Run 1, routing congestion:
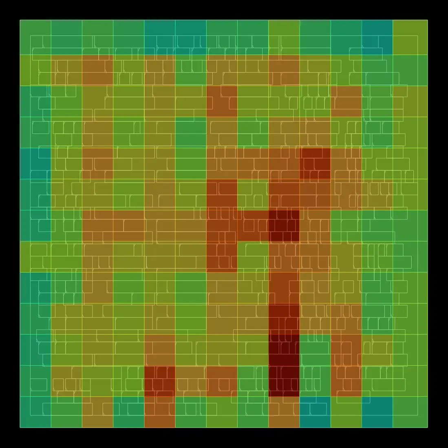
Run 1, M1 wires:
Drawn at 4 px/um.
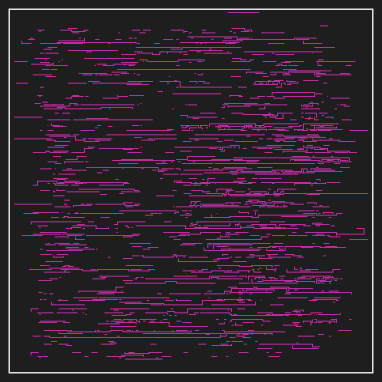
Run 1, sizing map:
Drawn at 4 px/um.
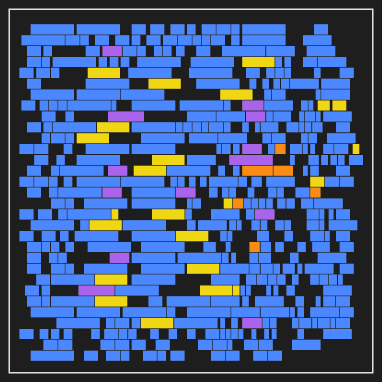
### config.mk
export PLATFORM = sky130hd
export DESIGN_NAME = tx_report_scheduler_flat
export DESIGN_NICKNAME = d
export VERILOG_FILES = /design/src/rtl/tx_report_scheduler_if.sv /design/src/rtl/tx_report_scheduler.sv /design/src/flat_wrapper.sv
export SDC_FILE = /design/constraint.sdc
export NUM_CORES = 1
export LEC_CHECK = 0
export CAP_MARGIN = 20
export CORE_MARGIN = 2
export CORE_UTILIZATION = 55
export DETAILED_ROUTE_END_ITERATION = 12
export PLACE_DENSITY_LB_ADDON = 0.1
export SLEW_MARGIN = 0
export SYNTH_ARGS = -nofsm -noshare
export SYNTH_HDL_FRONTEND = slang
export SYNTH_SLANG_ARGS = --single-unit
### constraint.sdc
create_clock -name clk -period 7.8 [get_ports clk]
set_input_delay 1.95 -clock clk [delete_from_list [all_inputs] [get_ports clk]]
set_output_delay 1.95 -clock clk [all_outputs]
set_load 0.01 [all_outputs]
### src/rtl/tx_report_scheduler_if.sv
// rtl/tx_report_scheduler_if.sv - byte-wide valid/ready link from the report scheduler to the UART transmitter
interface tx_report_scheduler_if;
   logic [7:0] tx_data;
   logic       tx_valid;
   logic       tx_ready;

   modport master (output tx_data, output tx_valid, input tx_ready);
   modport slave  (input tx_data, input tx_valid, output tx_ready);
endinterface

### src/rtl/tx_report_scheduler.sv
// rtl/tx_report_scheduler.sv - streams header, sequence number, snapshot data bytes and optional XOR checksum to the UART
// Optional feature: define TX_CHECKSUM_EN to append the checksum byte.
module tx_report_scheduler #(
   parameter int         NUM_WORDS = 4,
   parameter int         WORD_W    = 16,
   parameter logic [7:0] HEADER    = 8'hA5
) (
   input  logic                          clk,
   input  logic                          reset,
   input  logic                          start_tx,
   input  logic [NUM_WORDS*WORD_W-1:0]   data_in,
   tx_report_scheduler_if.master         tx,
   output logic                          busy,
   output logic                          txFinish,
   output logic [7:0]                    seq_num
);
   localparam int BPW    = WORD_W / 8;
   localparam int NBYTES = NUM_WORDS * BPW;
   localparam int CW     = (NBYTES > 1) ? $clog2(NBYTES) : 1;
   localparam logic [CW-1:0] LAST_CNT = CW'(NBYTES - 1);

   typedef enum logic [2:0] {S_IDLE, S_HDR, S_SEQ, S_DATA, S_CSUM, S_FIN} state_t;

   state_t          state_q, state_d;
   logic [7:0]      tx_data_q, tx_data_d;
   logic            tx_valid_q, tx_valid_d;
   logic            busy_q, busy_d;
   logic            fin_q, fin_d;
   logic [7:0]      seq_q, seq_d;
   logic [CW-1:0]   cnt_q, cnt_d;
   logic [7:0]      snap_q [NBYTES];
   logic [7:0]      snap_d [NBYTES];
   logic [7:0]      snap_load [NBYTES];
   logic [CW-1:0]   nxt_cnt;
   logic            xfer;
   logic            last;

   assign xfer    = tx_valid_q && tx.tx_ready;
   assign last    = (cnt_q == LAST_CNT);
   assign nxt_cnt = cnt_q + 1'b1;

   // Snapshot is stored in transmission order: word 0 first, each word MSB first.
   always_comb begin
      for (int w = 0; w < NUM_WORDS; w++) begin
         for (int b = 0; b < BPW; b++) begin
            snap_load[w*BPW + b] = data_in[w*WORD_W + (BPW-1-b)*8 +: 8];
         end
      end
   end

`ifdef TX_CHECKSUM_EN
   logic [7:0] acc_q, acc_d;
`endif

   always_ff @(posedge clk) begin
      if (!reset) begin
         state_q    <= S_IDLE;
         tx_data_q  <= 8'h00;
         tx_valid_q <= 1'b0;
         busy_q     <= 1'b0;
         fin_q      <= 1'b0;
         seq_q      <= 8'h00;
         cnt_q      <= '0;
         for (int i = 0; i < NBYTES; i++) snap_q[i] <= 8'h00;
`ifdef TX_CHECKSUM_EN
         acc_q      <= 8'h00;
`endif
      end else begin
         state_q    <= state_d;
         tx_data_q  <= tx_data_d;
         tx_valid_q <= tx_valid_d;
         busy_q     <= busy_d;
         fin_q      <= fin_d;
         seq_q      <= seq_d;
         cnt_q      <= cnt_d;
         for (int i = 0; i < NBYTES; i++) snap_q[i] <= snap_d[i];
`ifdef TX_CHECKSUM_EN
         acc_q      <= acc_d;
`endif
      end
   end

   always_comb begin
      state_d = state_q;
      case (state_q)
         S_IDLE: if (start_tx) state_d = S_HDR;
         S_HDR:  if (xfer) state_d = S_SEQ;
         S_SEQ:  if (xfer) state_d = S_DATA;
         S_DATA: begin
            if (xfer && last) begin
`ifdef TX_CHECKSUM_EN
               state_d = S_CSUM;
`else
               state_d = S_FIN;
`endif
            end
         end
         S_CSUM: if (xfer) state_d = S_FIN;
         S_FIN:  state_d = S_IDLE;
         default: state_d = S_IDLE;
      endcase
   end

   always_comb begin
      tx_data_d  = tx_data_q;
      tx_valid_d = tx_valid_q;
      fin_d      = 1'b0;
      seq_d      = seq_q;
      cnt_d      = cnt_q;
      busy_d     = (state_d != S_IDLE);
      for (int i = 0; i < NBYTES; i++) snap_d[i] = snap_q[i];
`ifdef TX_CHECKSUM_EN
      acc_d = xfer ? (acc_q ^ tx_data_q) : acc_q;
`endif
      case (state_q)
         S_IDLE: begin
            if (start_tx) begin
               for (int i = 0; i < NBYTES; i++) snap_d[i] = snap_load[i];
               tx_data_d  = HEADER;
               tx_valid_d = 1'b1;
               cnt_d      = '0;
`ifdef TX_CHECKSUM_EN
               acc_d      = 8'h00;
`endif
            end
         end
         S_HDR: if (xfer) tx_data_d = seq_q;
         S_SEQ: begin
            if (xfer) begin
               tx_data_d = snap_q[0];
               cnt_d     = '0;
            end
         end
         S_DATA: begin
            if (xfer) begin
               if (last) begin
`ifdef TX_CHECKSUM_EN
                  tx_data_d  = acc_q ^ tx_data_q;
`else
                  tx_data_d  = 8'h00;
                  tx_valid_d = 1'b0;
                  fin_d      = 1'b1;
`endif
               end else begin
                  cnt_d     = nxt_cnt;
                  tx_data_d = snap_q[nxt_cnt];
               end
            end
         end
         S_CSUM: begin
            if (xfer) begin
               tx_data_d  = 8'h00;
               tx_valid_d = 1'b0;
               fin_d      = 1'b1;
            end
         end
         S_FIN: seq_d = seq_q + 8'd1;
         default: ;
      endcase
   end

   assign tx.tx_data  = tx_data_q;
   assign tx.tx_valid = tx_valid_q;
   assign busy        = busy_q;
   assign txFinish    = fin_q;
   assign seq_num     = seq_q;
endmodule

### src/flat_wrapper.sv
// flat-port wrapper written by rule: the top's interface ports become plain ports
module tx_report_scheduler_flat 
#(
   parameter int         NUM_WORDS = 4,
   parameter int         WORD_W    = 16,
   parameter logic [7:0] HEADER    = 8'hA5
)
  (clk, reset, start_tx, data_in, busy, txFinish, seq_num, tx_tx_data, tx_tx_valid, tx_tx_ready);
  tx_report_scheduler_if tx_i ();
  input  logic clk;
  input  logic reset;
  input  logic start_tx;
  input  logic [NUM_WORDS*WORD_W-1:0] data_in;
  output logic busy;
  output logic txFinish;
  output logic [7:0] seq_num;
  output wire logic [$bits(tx_i.tx_data)-1:0] tx_tx_data;
  output wire logic [$bits(tx_i.tx_valid)-1:0] tx_tx_valid;
  input wire logic [$bits(tx_i.tx_ready)-1:0] tx_tx_ready;
  assign tx_tx_data = tx_i.tx_data;
  assign tx_tx_valid = tx_i.tx_valid;
  assign tx_i.tx_ready = tx_tx_ready;
  tx_report_scheduler #(.NUM_WORDS(NUM_WORDS), .WORD_W(WORD_W), .HEADER(HEADER)) u_core (.clk(clk), .reset(reset), .start_tx(start_tx), .data_in(data_in), .tx(tx_i), .busy(busy), .txFinish(txFinish), .seq_num(seq_num));
endmodule
==> notes.md, run 1 <==
yosys + openroad results -> Net Count, Synth 419, tool warnings 26, Synth top area share approximately 40%, clock power share about a third, clk latency late pin about 0.35 ns, FFs & Latches ~90, Clock buf/inv share 4.32%, crit-path cells clkdlybuf4s50_1 > or4b_4 > nand2_2 > buf_4, Final GP Congestion a little over 0.8, sequential fraction of design power 54.4%, Fin. Hold Viols 0, leakage power total 2.04 nW, DRT Pass-1 Iters 4, Syn Inst Count between 300 and 400, CTS tree built, Yosys Warn Count 0, IO Count about 87, DPL Wire Length 6000 um, # Post-CTS Setup Buffers 0, highest routed layer met4, Worst VDD drop roughly 120 uV, DR iter-0 viols roughly 190, row cnt 31, Worst-path clk slew ~0.08 ns, Hold Buf Count CTS 0, Post-synth seq share 56.9%, DRT met1 WL 3860 um, run status completed, asr flop ratio synth 0%, Sink Count approximately 90, fillers 514, internal power around 0.00079 W, Total Power between 0.001 and 0.0015 W, fmax approximately 260 MHz, grt ovf 0, mi-comb count ~230, Dominant Register Cell edfxtp_1, H-tree depth 3, combinational power share between 10% and 20%, min cycle time layout roughly 3.8 ns, Post-synth top cells and3_1 (57), edfxtp_1 (56), dfxtp_1 (33), nand2_1 (27), a21oi_1 (21), max_cap viols 0
Back to the opening pictures, 'routing congestion':
gr usage total: 22.5%
most crowded layer after global routing: met2
fin util: 71.8%
met1 GRT Util: 31.2%
wire per inst: 16.9 um

Back to the opening pictures, 'M1 wires':
- main direction: horizontal
- nets with wire on the layer: 430
- longest straight run: 42.8 um
- share of all routed wire: 44%
Routed WL: 8810 um
via count: 2,980

Back to the opening pictures, 'sizing map':
- _0 and _1 cells: blue (cells 380; share 90%; most used clkdlybuf4s50_1)
- _3 and _4 cells: orange (cells 6; share 1.4%; most used buf_4)
- _6 and larger: purple (cells 13; share 3.1%; most used clkbuf_8)
- _2 cells: yellow (cells 23; share 5.5%; most used mux4_2)
Final Cell Area: 5210 um^2
Syn-to-layout area delta: 26.6%
worst setup margin: 4.02 ns
Signal buffers: 90

run 1: worst max-delay path, delay by kind of cell:
| family | cells | cell delay [ns] |
|---|---|---|
| buffers and inverters | 2 | 1.09 |
| and+or+nand+nor | 2 | 0.67 |
run 1: final timing paths:
path	start	endpoint	slack, ns
hold reg to reg	u_core.snap_q[0][2]	u_core.snap_q[0][2]	0.50
setup reg to reg	u_core.cnt_q[0]	u_core.tx.tx_data[4]	5.27
setup / recovery	start_tx	u_core.snap_q[2][1]	4.02
hold / removal	u_core.snap_q[0][2]	u_core.snap_q[0][2]	0.50
run 1: power by group through the flow:
| stage | clock network, W | logic (W) | registers, W |
|---|---|---|---|
| final | 0.000345 | 0.000120 | 0.000555 |
| after global routing | 0.000367 | 0.000131 | 0.000558 |
| after CTS | 0.000350 | 0.000120 | 0.000555 |
| after detailed placement | 0 | 0.000119 | 0.000566 |
| after global placement | 0 | 0.000117 | 0.000564 |
| after floorplan | 0 | 0.0000651 | 0.000560 |
run 1: sequential cells by signal, indices dropped and copies added (netlist names):
| signal | flops |
|---|---|
| u_core.cnt_q | 3 |
| u_core.tx.tx_data | 8 |
| u_core.snap_q | 64 |
| u_core.seq_num | 8 |
| u_core.state_q | 3 |
| u_core.busy | 1 |
| u_core.tx.tx_valid | 1 |
| u_core.txFinish | 1 |
run 1: metrics by stage:
stage	setup slack, ns	instance area [um^2]
3_5_place_dp	3.70	4970
3_3_place_gp	3.71	4970
4_1_cts	4.07	5200
5_1_grt	3.95	5210
6_report	4.02	5210
2_1_floorplan	3.64	4120
run 1: cells by family after synthesis:
group | Yosys count | synth area share [%]
mux | 17 | 8.99
buf+inv | 34 | 3.98
simple gates | 135 | 18.4
flops | 89 | 56.9
fa+ha+maj | 3 | 0.912
compound gates | 64 | 9.57
xor+xnor | 6 | 1.28
Run 1, cells coloured by class:
Drawn at 4 px/um.
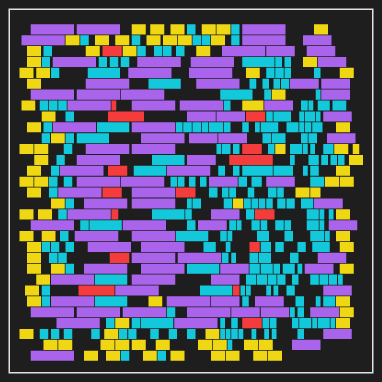

--- run 2 (diff from run 1) ---
- CORE_UTILIZATION: 55 -> 51
- clock period: 7.8 -> 3.5 ns (I/O delays scaled with it)
Run 2, cells coloured by class:
Drawn at 4 px/um.
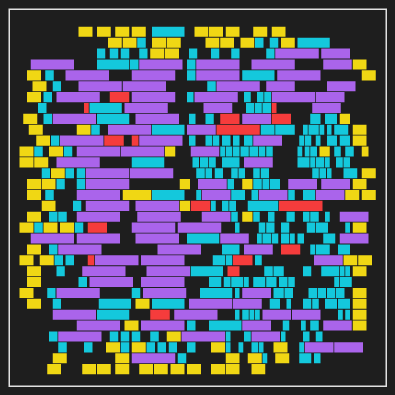
- clock drivers and dummy loads: red (cells 16)
- combinational and other logic: cyan (cells 227)
- flops: purple (cells 89)
- other buffers and delay cells: yellow (cells 94)
fin util: 67.4%
Final Cell Area: 5240 um^2
core area: 7770 um^2
sequential cell area share: 44.7%
row cnt: 32

==> run 2 against run 1 <==
Against the previous run: synthesized area did not move; first-iteration DRC count fell by 19%; die area increased by 7.5%; hold slack got worse by 0.0047 ns; worst setup slack got worse by 3.1 ns; critical path type unchanged; synthesized cell count is the same; sequential share of layout area is 0.20 points lower; combinational power increased by 130%; register-to-register slack lost 4.2 ns; critical endpoint is now u_core.snap_q[3][2]; routed wire length is 0.44% higher.
==> notes.md, run 2 <==
yosys + openroad results -> Top logic family simple AND/OR/NAND/NOR gates, IO Count 87 (unchanged), DRC viols 0, min cycle time layout about 2.6 ns, Mux area share 8.99% (unchanged), Post-synth seq share 56.9% (unchanged), ao+oa area frac 9.57% (unchanged), max_cap viols 0 (unchanged), hold_sp u_core.snap_q[0][0], DPL Wire Length 6440 um (+7.3%), Synth top area share 40.8% (unchanged), Fin. Hold Viols 0 (unchanged), Dominant Register Cell edfxtp_1, crit-path cells clkdlybuf4s50_1 > or4b_4 > nand2_2 > buf_4, Syn-to-layout area delta 27.1%, crit path from start_tx, Post-synth top cells and3_1 (57), edfxtp_1 (56), dfxtp_1 (33), nand2_1 (27), a21oi_1 (21), grt ovf 0 (unchanged), XOR Share, Synth 1.28% (unchanged), Sink Count 89 (unchanged), WHS Endpoint u_core.snap_q[0][0], clk root buf clkbuf_8, Syn Inst Count 348 (unchanged), Worst-path clk slew 0.08 ns (about the same), Most flops, register u_core.snap_q, Final GP Congestion 0.877 (+6.1%), Die H 93.9 um, run status completed, reg-to-reg slack, setup 1.09 ns (-4.18 ns), CTS tree built, tool warnings 26 (unchanged), Yosys Warn Count 0 (unchanged), asr flop ratio synth 0% (unchanged), pre-CTS setup slack 0.534 ns (-3.17 ns), R2R Path End u_core.tx.tx_data[6], fmax 385 MHz, crit path to u_core.snap_q[3][2], H-tree depth 3 (unchanged), yosys adder share 0.912% (unchanged), Net Count, Synth 419 (unchanged), leakage power total 2.05 nW (+0.89%), DR iter-0 viols 152 (-19%), worst setup margin 0.900 ns (-3.12 ns), Hold Buf Count CTS 0 (unchanged), Routed WL 8850 um (+0.44%), DRT Pass-1 Iters 5 (+1), RR Startpoint u_core.cnt_q[0], Largest register FFs 64 (unchanged), via count 2,935 (-1.5%)
[run 2: cell counts after synthesis]
No cell type changed its count.
[run 2: worst max-delay path: cells and delay by family]
kind                   cells  cell delay [ns]
AND/OR/NAND/NOR            2             0.93
buffers and inverters      2             0.82
[run 2: cell type report]
cell class,count,area (um^2)
multi-input combinational,225,1620
fill,579,2530
inverter,2,7.51
clock buffer,10,128
timing repair buffer,94,928
sequential,89,2340
clock inverter,6,82.6
tap,102,128
[run 2: cells by family after synthesis]
group	Yosys count
AND/OR/NAND/NOR	135
flip-flops	89
XOR/XNOR	6
adder cells (fa/ha/maj)	3
buffers and inverters	34
multiplexers	17
AND-OR/OR-AND	64
[run 2: metrics by stage]
| stage | total power, W | cells | instance area [um^2] | hold slack (ns) |
|---|---|---|---|---|
| 3_3_place_gp | 0.00152 | 512 | 5020 | 0.463 |
| 3_5_place_dp | 0.00153 | 512 | 5020 | 0.481 |
| 4_1_cts | 0.00226 | 528 | 5240 | 0.497 |
| 6_report | 0.00224 | 528 | 5240 | 0.492 |
| 5_1_grt | 0.00232 | 528 | 5240 | 0.523 |
| 2_1_floorplan | 0.00139 | 348 | 4120 | 0.446 |
[run 2: routing by layer]
layer	GRT usage (%)	part of all wire, %
met1	27.3	41
met2	35.0	50
met3	4.17	6.6
met4	8.70	1.8
met5	0	0
[run 2: report_power, final]
group | internal [W] | leakage, nW | total, W | switching, W
registers | 0.00120 | 0.876 | 0.00124 | 0.0000370
logic | 0.000153 | 1.07 | 0.000272 | 0.000120
clock network | 0.000399 | 0.108 | 0.000735 | 0.000336
total | 0.00175 | 2.05 | 0.00224 | 0.000493
Run 2, routing congestion:
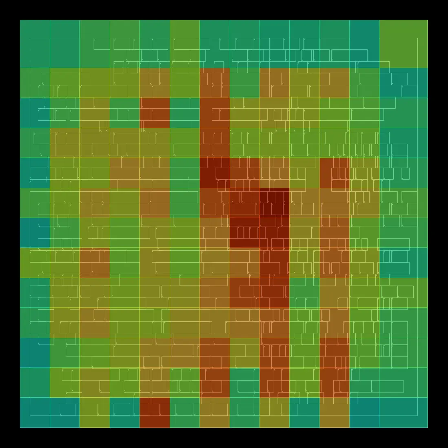

--- run 3 (diff from run 2) ---
- CORE_UTILIZATION: 51 -> 46
- clock period: 3.5 -> 2.3 ns (I/O delays scaled with it)
Run 3, routing congestion:
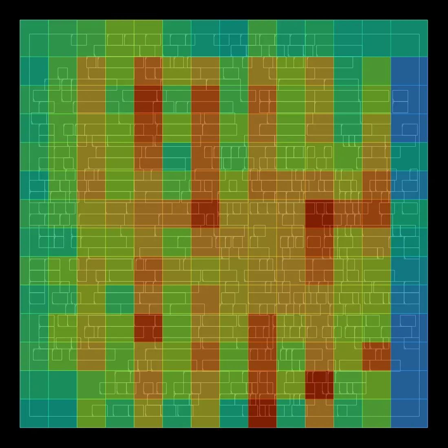
wire per inst: 16.4 um
met1 GRT Util: 26.8%
gr usage total: 19.3%

==> run 3 against run 2 <==
Against the previous run: final area is 1.8% higher; synthesized cell count did not move; die area up 10%; clock power grew 56%; critical path depth unchanged; total power up 54%; global-route usage shrank 1.9 points; critical path type is now reg2reg; critical endpoint is now u_core.tx.tx_data[6]; largest cell class unchanged.
==> notes.md, run 3 <==
yosys + openroad results -> run status completed, grt ovf 0 (unchanged), Total Power 0.00346 W (+54%), asr flop ratio synth 0% (unchanged), Dominant Register Cell edfxtp_1, R2R Path End u_core.tx.tx_data[6], crit path from u_core.cnt_q[0], fin util 61.1% (-6.3 points), Final Cell Area 5330 um^2 (+1.8%), Syn-to-layout area delta 29.4%, pre-CTS setup slack 0.0312 ns (-0.503 ns), hold_sp u_core.cnt_q[1], fmax just under 500 MHz, min cycle time layout approximately 2.1 ns, clk root buf clkbuf_8, Final GP Congestion 0.863 (-1.7%), Most flops, register u_core.snap_q, WHS Endpoint u_core.cnt_q[1], Fin. Hold Viols 0 (unchanged), worst setup margin 0.233 ns (-0.667 ns), Yosys Warn Count 0 (unchanged), CTS tree built, Post-synth seq share 56.9% (unchanged), Placed Area 5110 um^2 (+1.7%), Die H 98.6 um (+5.1%), fillers 707 (+22%), via count 2,998 (+2.1%), reg-to-reg slack, setup 0.23 ns (-0.86 ns), Syn Inst Count 348 (unchanged)
run 3: report_power, final:
| group | internal (W) | switching, W |
|---|---|---|
| Clock | 0.000613 | 0.000542 |
| Sequential | 0.00182 | 0.0000559 |
| Combinational | 0.000245 | 0.000183 |
run 3: how the worst max path moves through the flow:
stage	endpoint	slack (ns)	cells after the start
CTS	u_core.tx.tx_data[6]	0.19	4
floorplan	u_core.snap_q[1][0]	0.05	3
global placement	u_core.snap_q[3][4]	0.05	4
detailed placement	u_core.tx.tx_data[6]	0.03	6
finish	u_core.tx.tx_data[6]	0.23	4
global route	u_core.tx.tx_data[1]	0.11	4
run 3: layout make-up:
| type | instances | area (um^2) | area share, % |
|---|---|---|---|
| clock inverters | 7 | 92.6 | 1.74 |
| clock buffers | 9 | 124 | 2.32 |
| inverters | 2 | 7.51 | 0.141 |
| multi-input cells | 225 | 1620 | 30.4 |
| flip-flops and latches | 89 | 2340 | 44.0 |
| well taps | 108 | 135 | 2.54 |
| repair buffers | 103 | 1010 | 18.9 |
run 3: logic make-up (layout without fill, tap and decap cells):
group,Yosys count,after routing,synth area share [%]
buffers and inverters,34,121,3.98
muxes,17,17,8.99
DFF,89,89,56.9
adders and majority gates,3,3,0.912
xor gates and xnor gates,6,6,1.28
and+or+nand+nor,135,135,18.4
AOI/OAI and AO/OA,64,64,9.57
run 3: routing by layer:
metal / global-route usage, % / share of wire, % / vias to the layer above
met4: 7.59 / 2.0 / 0
met2: 30.5 / 47 / 99
met1: 26.8 / 46 / 1421
met3: 3.19 / 5.4 / 14
met5: 0 / 0 / -
li1: - / - / 1464
run 3: critical path, stage by stage, from the launching register on:
cell and delay, ns:
dfxtp_1 0.32, ha_1 0.65, mux4_2 0.59, a2bb2oi_1 0.24, a31oi_1 0.12
Power is estimated from default activity; no workload was simulated.
